File: src/rtl/reg_writeback_if.sv
// reg_writeback_if -- write-request handshake bundle for reg_writeback.
//   wb_valid : upstream request valid
//   wb_ready : request buffer can accept (transfer when both high at clk rise)
//   wb_rd    : destination register index
//   wb_data  : value to write
// master = request producer, slave = reg_writeback.
interface reg_writeback_if;
    logic        wb_valid;
    logic        wb_ready;
    logic [4:0]  wb_rd;
    logic [31:0] wb_data;

    modport master (output wb_valid, output wb_rd, output wb_data, input wb_ready);
    modport slave  (input wb_valid, input wb_rd, input wb_data, output wb_ready);
endinterface

File: src/rtl/reg_writeback.sv
// reg_writeback -- buffers register write requests in a small FIFO and
// replays each one to the register file as a SETUP/STROBE/HOLD sequence, so
// address and data are stable one cycle either side of the RegWrite pulse.
//
// Ports:
//   clk, rst_n     : clock, asynchronous active-low reset
//   wb (slave)     : write-request handshake (wb_valid/wb_ready/wb_rd/wb_data)
//   WriteRegister  : register-file write index (registered)
//   WriteData      : register-file write data (registered)
//   RegWrite       : register-file write strobe (registered)
//   busy           : FIFO non-empty or sequencer active
//   byp_rs/byp_hit/byp_data : forwarding lookup, only with WB_BYPASS_EN
//
// Parameters: FIFO_DEPTH (power of two, 2..8), DISCARD_R0 (drop writes to r0).
// Optional feature macro: WB_BYPASS_EN adds the forwarding lookup ports.
//
// state  | meaning
// IDLE   | nothing in flight, outputs hold last write
// SETUP  | head entry loaded onto WriteRegister/WriteData, strobe low
// STROBE | RegWrite high; head popped on leaving this state
// HOLD   | strobe low, address/data held one more cycle
module reg_writeback #(
    parameter int FIFO_DEPTH = 2,
    parameter bit DISCARD_R0 = 1'b1
) (
    input  logic        clk,
    input  logic        rst_n,
    reg_writeback_if.slave wb,
    output logic [4:0]  WriteRegister,
    output logic [31:0] WriteData,
    output logic        RegWrite,
    output logic        busy
`ifdef WB_BYPASS_EN
    ,
    input  logic [4:0]  byp_rs,
    output logic        byp_hit,
    output logic [31:0] byp_data
`endif
);

    localparam int PTR_W = $clog2(FIFO_DEPTH);

    typedef enum logic [1:0] {IDLE, SETUP, STROBE, HOLD} state_e;

    state_e state, nextState;

    logic [PTR_W:0]   wrPtr, rdPtr;
    logic [4:0]       memRd   [FIFO_DEPTH];
    logic [31:0]      memData [FIFO_DEPTH];
    logic             empty, full;
    logic             readyEn;
    logic             accept, push, pop;
    logic [PTR_W-1:0] headIdx;

    // Pointers carry one extra wrap bit so full and empty are distinct.
    assign empty   = (wrPtr == rdPtr);
    assign full    = (wrPtr[PTR_W] != rdPtr[PTR_W]) &&
                     (wrPtr[PTR_W-1:0] == rdPtr[PTR_W-1:0]);
    assign headIdx = rdPtr[PTR_W-1:0];

    // readyEn keeps wb_ready low during reset and for the first edge after it.
    assign wb.wb_ready = readyEn & ~full;
    assign accept      = wb.wb_valid & wb.wb_ready;
    assign push        = accept & ~(DISCARD_R0 && (wb.wb_rd == 5'd0));
    assign pop         = (state == STROBE);
    assign busy        = ~empty | (state != IDLE);

    always_ff @(posedge clk or negedge rst_n) begin
        if (!rst_n) begin
            readyEn <= 1'b0;
        end else begin
            readyEn <= 1'b1;
        end
    end

    always_ff @(posedge clk or negedge rst_n) begin
        if (!rst_n) begin
            wrPtr <= '0;
            rdPtr <= '0;
        end else begin
            if (push) wrPtr <= wrPtr + 1'b1;
            if (pop)  rdPtr <= rdPtr + 1'b1;
        end
    end

    // Storage needs no reset: entries are only ever read between the pointers.
    always_ff @(posedge clk) begin
        if (push) begin
            memRd[wrPtr[PTR_W-1:0]]   <= wb.wb_rd;
            memData[wrPtr[PTR_W-1:0]] <= wb.wb_data;
        end
    end

    always_ff @(posedge clk or negedge rst_n) begin
        if (!rst_n) begin
            state <= IDLE;
        end else begin
            state <= nextState;
        end
    end

    always_comb begin
        nextState = state;
        case (state)
            IDLE:    if (!empty) nextState = SETUP;
            SETUP:   nextState = STROBE;
            STROBE:  nextState = HOLD;
            HOLD:    nextState = empty ? IDLE : SETUP;
            default: nextState = IDLE;
        endcase
    end

    // Outputs are registered from the next state so they line up with it.
    always_ff @(posedge clk or negedge rst_n) begin
        if (!rst_n) begin
            RegWrite      <= 1'b0;
            WriteRegister <= '0;
            WriteData     <= '0;
        end else begin
            RegWrite <= (nextState == STROBE);
            if (nextState == SETUP) begin
                WriteRegister <= memRd[headIdx];
                WriteData     <= memData[headIdx];
            end
        end
    end

`ifdef WB_BYPASS_EN
    logic [PTR_W:0]   count;
    logic [PTR_W-1:0] bypIdx;

    assign count = wrPtr - rdPtr;

    // The in-flight entry stays at the FIFO head until the STROBE edge, so a
    // scan of the live entries from oldest to youngest covers SETUP/STROBE
    // too; later matches overwrite earlier ones, leaving the youngest.
    always_comb begin
        byp_hit  = 1'b0;
        byp_data = '0;
        bypIdx   = '0;
        for (int i = 0; i < FIFO_DEPTH; i++) begin
            bypIdx = headIdx + PTR_W'(i);
            if (((PTR_W+1)'(i) < count) && (byp_rs != 5'd0) &&
                (memRd[bypIdx] == byp_rs)) begin
                byp_hit  = 1'b1;
                byp_data = memData[bypIdx];
            end
        end
    end
`endif

endmodule

File: src/flat_wrapper.sv
// flat-port wrapper written by rule: the top's interface ports become plain ports
module reg_writeback_flat 
#(
    parameter int FIFO_DEPTH = 2,
    parameter bit DISCARD_R0 = 1'b1
)
  (clk, rst_n, WriteRegister, WriteData, RegWrite, busy, wb_wb_valid, wb_wb_rd, wb_wb_data, wb_wb_ready);
  reg_writeback_if wb_i ();
  input  logic clk;
  input  logic rst_n;
  output logic [4:0] WriteRegister;
  output logic [31:0] WriteData;
  output logic RegWrite;
  output logic busy;
  input wire logic [$bits(wb_i.wb_valid)-1:0] wb_wb_valid;
  input wire logic [$bits(wb_i.wb_rd)-1:0] wb_wb_rd;
  input wire logic [$bits(wb_i.wb_data)-1:0] wb_wb_data;
  output wire logic [$bits(wb_i.wb_ready)-1:0] wb_wb_ready;
  assign wb_i.wb_valid = wb_wb_valid;
  assign wb_i.wb_rd = wb_wb_rd;
  assign wb_i.wb_data = wb_wb_data;
  assign wb_wb_ready = wb_i.wb_ready;
  reg_writeback #(.FIFO_DEPTH(FIFO_DEPTH), .DISCARD_R0(DISCARD_R0)) u_core (.clk(clk), .rst_n(rst_n), .wb(wb_i), .WriteRegister(WriteRegister), .WriteData(WriteData), .RegWrite(RegWrite), .busy(busy));
endmodule
File: config.mk
export PLATFORM = sky130hd
export DESIGN_NAME = reg_writeback_flat
export DESIGN_NICKNAME = d
export VERILOG_FILES = /design/src/rtl/reg_writeback_if.sv /design/src/rtl/reg_writeback.sv /design/src/flat_wrapper.sv
export SDC_FILE = /design/constraint.sdc
export NUM_CORES = 1
export LEC_CHECK = 0
export ABC_AREA = 1
export CORE_UTILIZATION = 50
export CTS_CLUSTER_SIZE = 16
export DETAILED_ROUTE_END_ITERATION = 7
export PLACE_DENSITY = 0.87
export SLEW_MARGIN = 10
export SYNTH_ARGS = -nofsm -noshare
export SYNTH_HDL_FRONTEND = slang
export SYNTH_SLANG_ARGS = --single-unit
File: constraint.sdc
create_clock -name clk -period 4.6 [get_ports clk]
set_clock_uncertainty 0.1 [all_clocks]
set_input_delay 1.38 -clock clk [delete_from_list [all_inputs] [get_ports clk]]
set_output_delay 1.38 -clock clk [all_outputs]
set_load 0.1 [all_outputs]
Run 1, sequential cells grouped by signal name:
Scale bar: 20 µm. Other sequential cells in the stronger gray, the rest of the logic in the fainter gray.
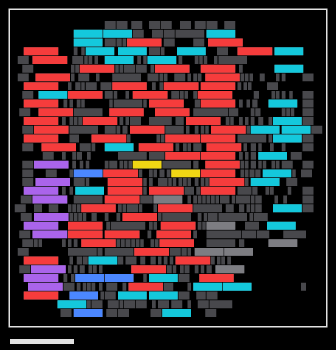
Key: cyan = u_core.WriteData [sequential cells 32, where widely spread]; purple = u_core.memRd [sequential cells 10]; red = u_core.memData [sequential cells 64]; yellow = u_core.wrPtr [sequential cells 2]; blue = u_core.WriteRegister [sequential cells 5, where lower left]

Run 1, metal 2:
Scale bar: 20 µm.
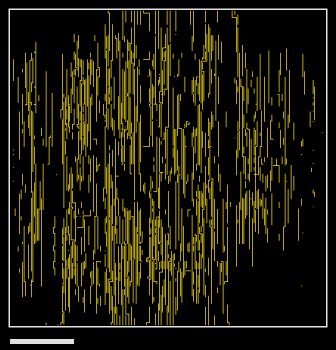
The wires run mostly vertical. 433 nets have wire on it. The layer carries 5370 µm of wire.

Run 1, routing congestion map:
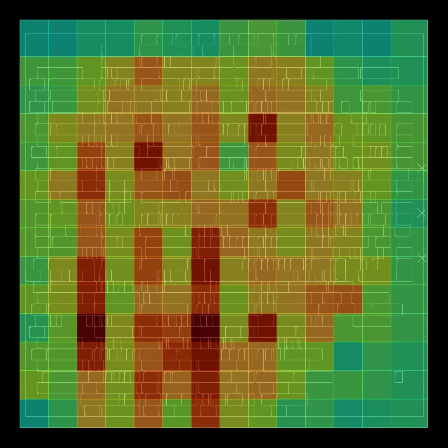
GR Util met3: 5.39%
GR Util met2: 40.2%
average wire per standard cell: 16.2 µm
M1 GR Usage: 25.6%
total track usage: 22.5%

==> run 1: path summary, 6_finish.rpt <==
path	start	to	slack, ns
max in group asynchronous	rst_n	u_core.WriteData[19]	2.79
max	u_core.rdPtr[0]	wb_wb_ready	0.98
max reg2reg	u_core.rdPtr[0]	u_core.memData[0][31]	1.92
min reg2reg	u_core.WriteData[1]	u_core.WriteData[1]	0.37
min in group asynchronous	rst_n	u_core.WriteData[6]	0.97
min	u_core.WriteData[1]	u_core.WriteData[1]	0.37
==> run 1: metrics by stage <==
step           utilization (%)
2_1_floorplan                -
3_3_place_gp              62.4
3_5_place_dp              62.4
4_1_cts                   69.0
5_1_grt                   69.0
6_report                  69.0
==> run 1: flip-flops by register name (all words and copies together), names as in the netlist <==
signal and cells:
u_core.memData 64, u_core.WriteData 32, u_core.memRd 10, u_core.WriteRegister 5, u_core.rdPtr 2, u_core.state 2
u_core.wrPtr 2, u_core.RegWrite 1, u_core.readyEn 1
==> run 1: critical path, stage by stage (launching register included) <==
cell and delay (ns):
dfrtp_1 0.78, nand2_1 0.10, nand2_1 0.17, nand2_1 0.07, nand2_1 0.20, inv_1 0.13
buf_12 0.18
==> run 1: metal layers <==
metal	share of wire [%]	track usage (%)	wire length (µm)
met5	0	0	0
met3	4.1	5.39	408
met1	40	25.6	3940
met4	2.3	10.7	226
met2	54	40.2	5370
==> impl_metrics.yaml, run 1 <==
# implementation run metrics
floorplan:
  die_area_mm2: 0.00971
  io_pins: 80
  fp.dieH_um: 98.5
  initCoreUtil_pct: 52.4
detailed_routing:
  via_per_inst: 5.15
  vias: 3158
  antenna_left: 0
  drc_errors: 3
synth:
  topCombFamilyByArea: "simple AND/OR/NAND/NOR gates"
  synth_top_area_share_pct: 47.7
  muxShareOfSynthArea_pct: 0
  ys_top_cells_by_area: "edfxtp_1 48%, dfrtp_1 24%, nand2_1 16%"
  aoi_share_pct: 0.322
  synthArstFlopShare_pct: 37.8
  simple_gate_share_pct: 22.6
run_status:
  violations: "design-rule violations"
  outcome: "finished with violations"
cts:
  cts-hold-fix-buffers: 0
  htree_levels: 4
  cts_resized: 0
cells_and_area:
  buffers_excl_clock: 83
  clockBufferCount: 17
  logic_gates: 260
  nonClkBufAreaFrac_pct: 13.8
  nNetsFinal: 537
  drive_gt1_share_pct: 10.9
  diodes: 0
placed_design:
  gp_congestion: 0.763
  dp.final_hpwl_um: 5950
Run 1, selected gate families:
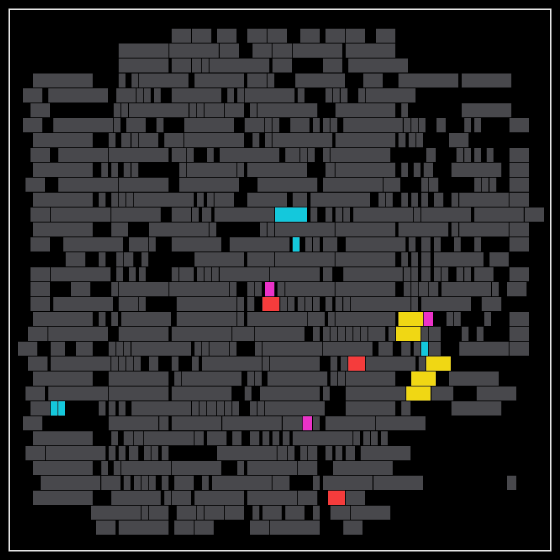

==> inputs of run 2 (changes only) <==
--- a/config.mk
+++ b/config.mk
@@ -6,10 +6,10 @@
 export NUM_CORES = 1
 export LEC_CHECK = 0
 export ABC_AREA = 1
-export CORE_UTILIZATION = 50
+export CORE_UTILIZATION = 47
 export CTS_CLUSTER_SIZE = 16
 export DETAILED_ROUTE_END_ITERATION = 7
-export PLACE_DENSITY = 0.87
+export PLACE_DENSITY = 0.86
 export SLEW_MARGIN = 10
 export SYNTH_ARGS = -nofsm -noshare
 export SYNTH_HDL_FRONTEND = slang
==> constraint.sdc (replaced) <==
create_clock -name clk -period 3.3 [get_ports clk]
set_clock_uncertainty 0.1 [all_clocks]
set_input_delay 0.99 -clock clk [delete_from_list [all_inputs] [get_ports clk]]
set_output_delay 0.99 -clock clk [all_outputs]
set_load 0.1 [all_outputs]
Run 2, selected gate families:
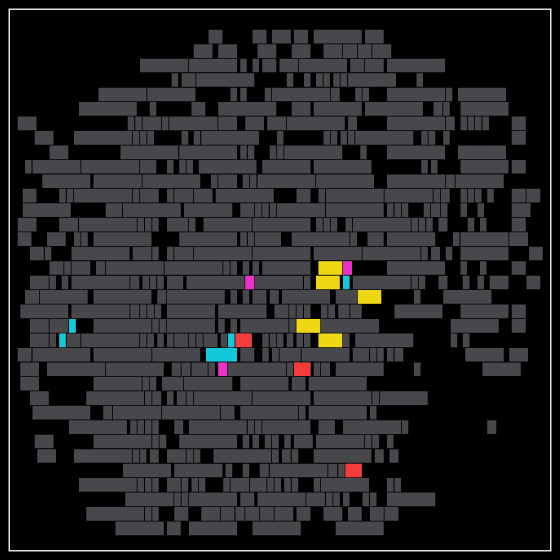
Key: cyan = nor cells [cells 5]; red = xor and xnor cells [cells 3]; yellow = fa/ha/maj cells [cells 5, where center]; magenta = aoi and oai cells [cells 3]

==> run 2 against run 1 <==
Net effect:
- the flow now finishes without violations
- synthesized cell count unchanged
- global-route usage decreased by 1.6 points
- sequential share of layout area increased by 0.61 points
- routed wire length decreased by 1.4%
- setup slack got worse by 0.65 ns
- critical path type unchanged
- highest routed layer unchanged
==> impl_metrics.yaml, run 2 <==
# implementation run metrics
detailed_routing:
  post_drt_wl_per_cell_um: 15.4
  vias: 3176
  antenna_left: 0
  via_per_inst: 4.99
setup_path:
  slowest_delay_ns: 0.56
  path_buffers: 2
  path_cells: "nand2_1, nand2_1, nand2_1, nand2_1, inv_1, buf_12"
  critPathLaunch: "u_core.rdPtr[0]"
  path_delay_family: "flip-flops"
  rr_endpoint: "u_core.WriteData[17]"
  rrSetupSlack_ns: 0.98
  crit_cells: 6
  crit_end: "wb_wb_ready"
  path_common_cell: "nand2_1"
synth:
  synth_top_area_share_pct: 47.7
  ys_top_cells_by_area: "edfxtp_1 48%, dfrtp_1 24%, nand2_1 16%"
  synthArstFlopShare_pct: 37.8
worst_hold_path:
  worstHoldStart: "u_core.WriteData[30]"
  whs_endpoint: "u_core.WriteData[30]"
floorplan:
  die_area_mm2: 0.0103
  initCoreUtil_pct: 49.5
cts:
  cts_resized: 0
  htree_levels: 4
cells_and_area:
  drive_gt1_share_pct: 19.1
  nNetsFinal: 540
  diodes: 0
placed_design:
  gp_congestion: 0.696
  dp.final_hpwl_um: 6080
run_status:
  outcome: "finished clean"
[run 2: cell types whose count changed in the layout (fill, tap and decap cells not counted), sizes merged]
cell	delta
bufinv	-1
inv	+4
clkinv	-1
clkinvlp	-2
clkdlybuf4s50	-38
buf	+41
[run 2: cells by family (layout without fill, tap and decap cells)]
group / Yosys count / in the layout / synth area share (%)
XOR/XNOR: 3 / 3 / 0.564
other: 1 / 1 / 0.0805
buffers and inverters: 30 / 129 / 3.22
adder cells (fa/ha/maj): 5 / 5 / 1.34
flip-flops: 119 / 119 / 71.9
AND-OR/OR-AND: 3 / 3 / 0.322
AND/OR/NAND/NOR: 248 / 248 / 22.6
[run 2: worst reg2reg max path: stages, from the launching register on]
cell	delay [ns]
dfrtp_1	0.40
inv_1	0.10
ha_1	0.26
inv_1	0.08
nor2_1	0.04
a21oi_1	0.22
nand2_4	0.33
nand2_4	0.48
nand2_1	0.15
nand2_1	0.11
[run 2: cell type report]
cell class	instances	share of cell area (%)
Sequential cell	119	55.2
Multi-Input combinational cell	260	19.3
Timing Repair Buffer	86	12.6
Clock buffer	17	6.82
Clock inverter	15	2.80
Tap cell	129	2.66
Inverter	11	0.680
[run 2: stage by stage]
stage	hold slack, ns	instances	utilization, %
after CTS	0.376	637	64.5
after global routing	0.391	637	64.5
after floorplan	0.431	409	-
after global placement	0.358	605	58.3
final	0.370	637	64.5
after detailed placement	0.362	605	58.3
[run 2: routing by layer]
metal  up-vias  GRT usage (%)  wire (µm)
met5         -              0          0
met4         0           8.47        116
met3        12           5.31        681
met2       136           34.6       5140
met1      1516           26.4       3870
li1       1512              -          -
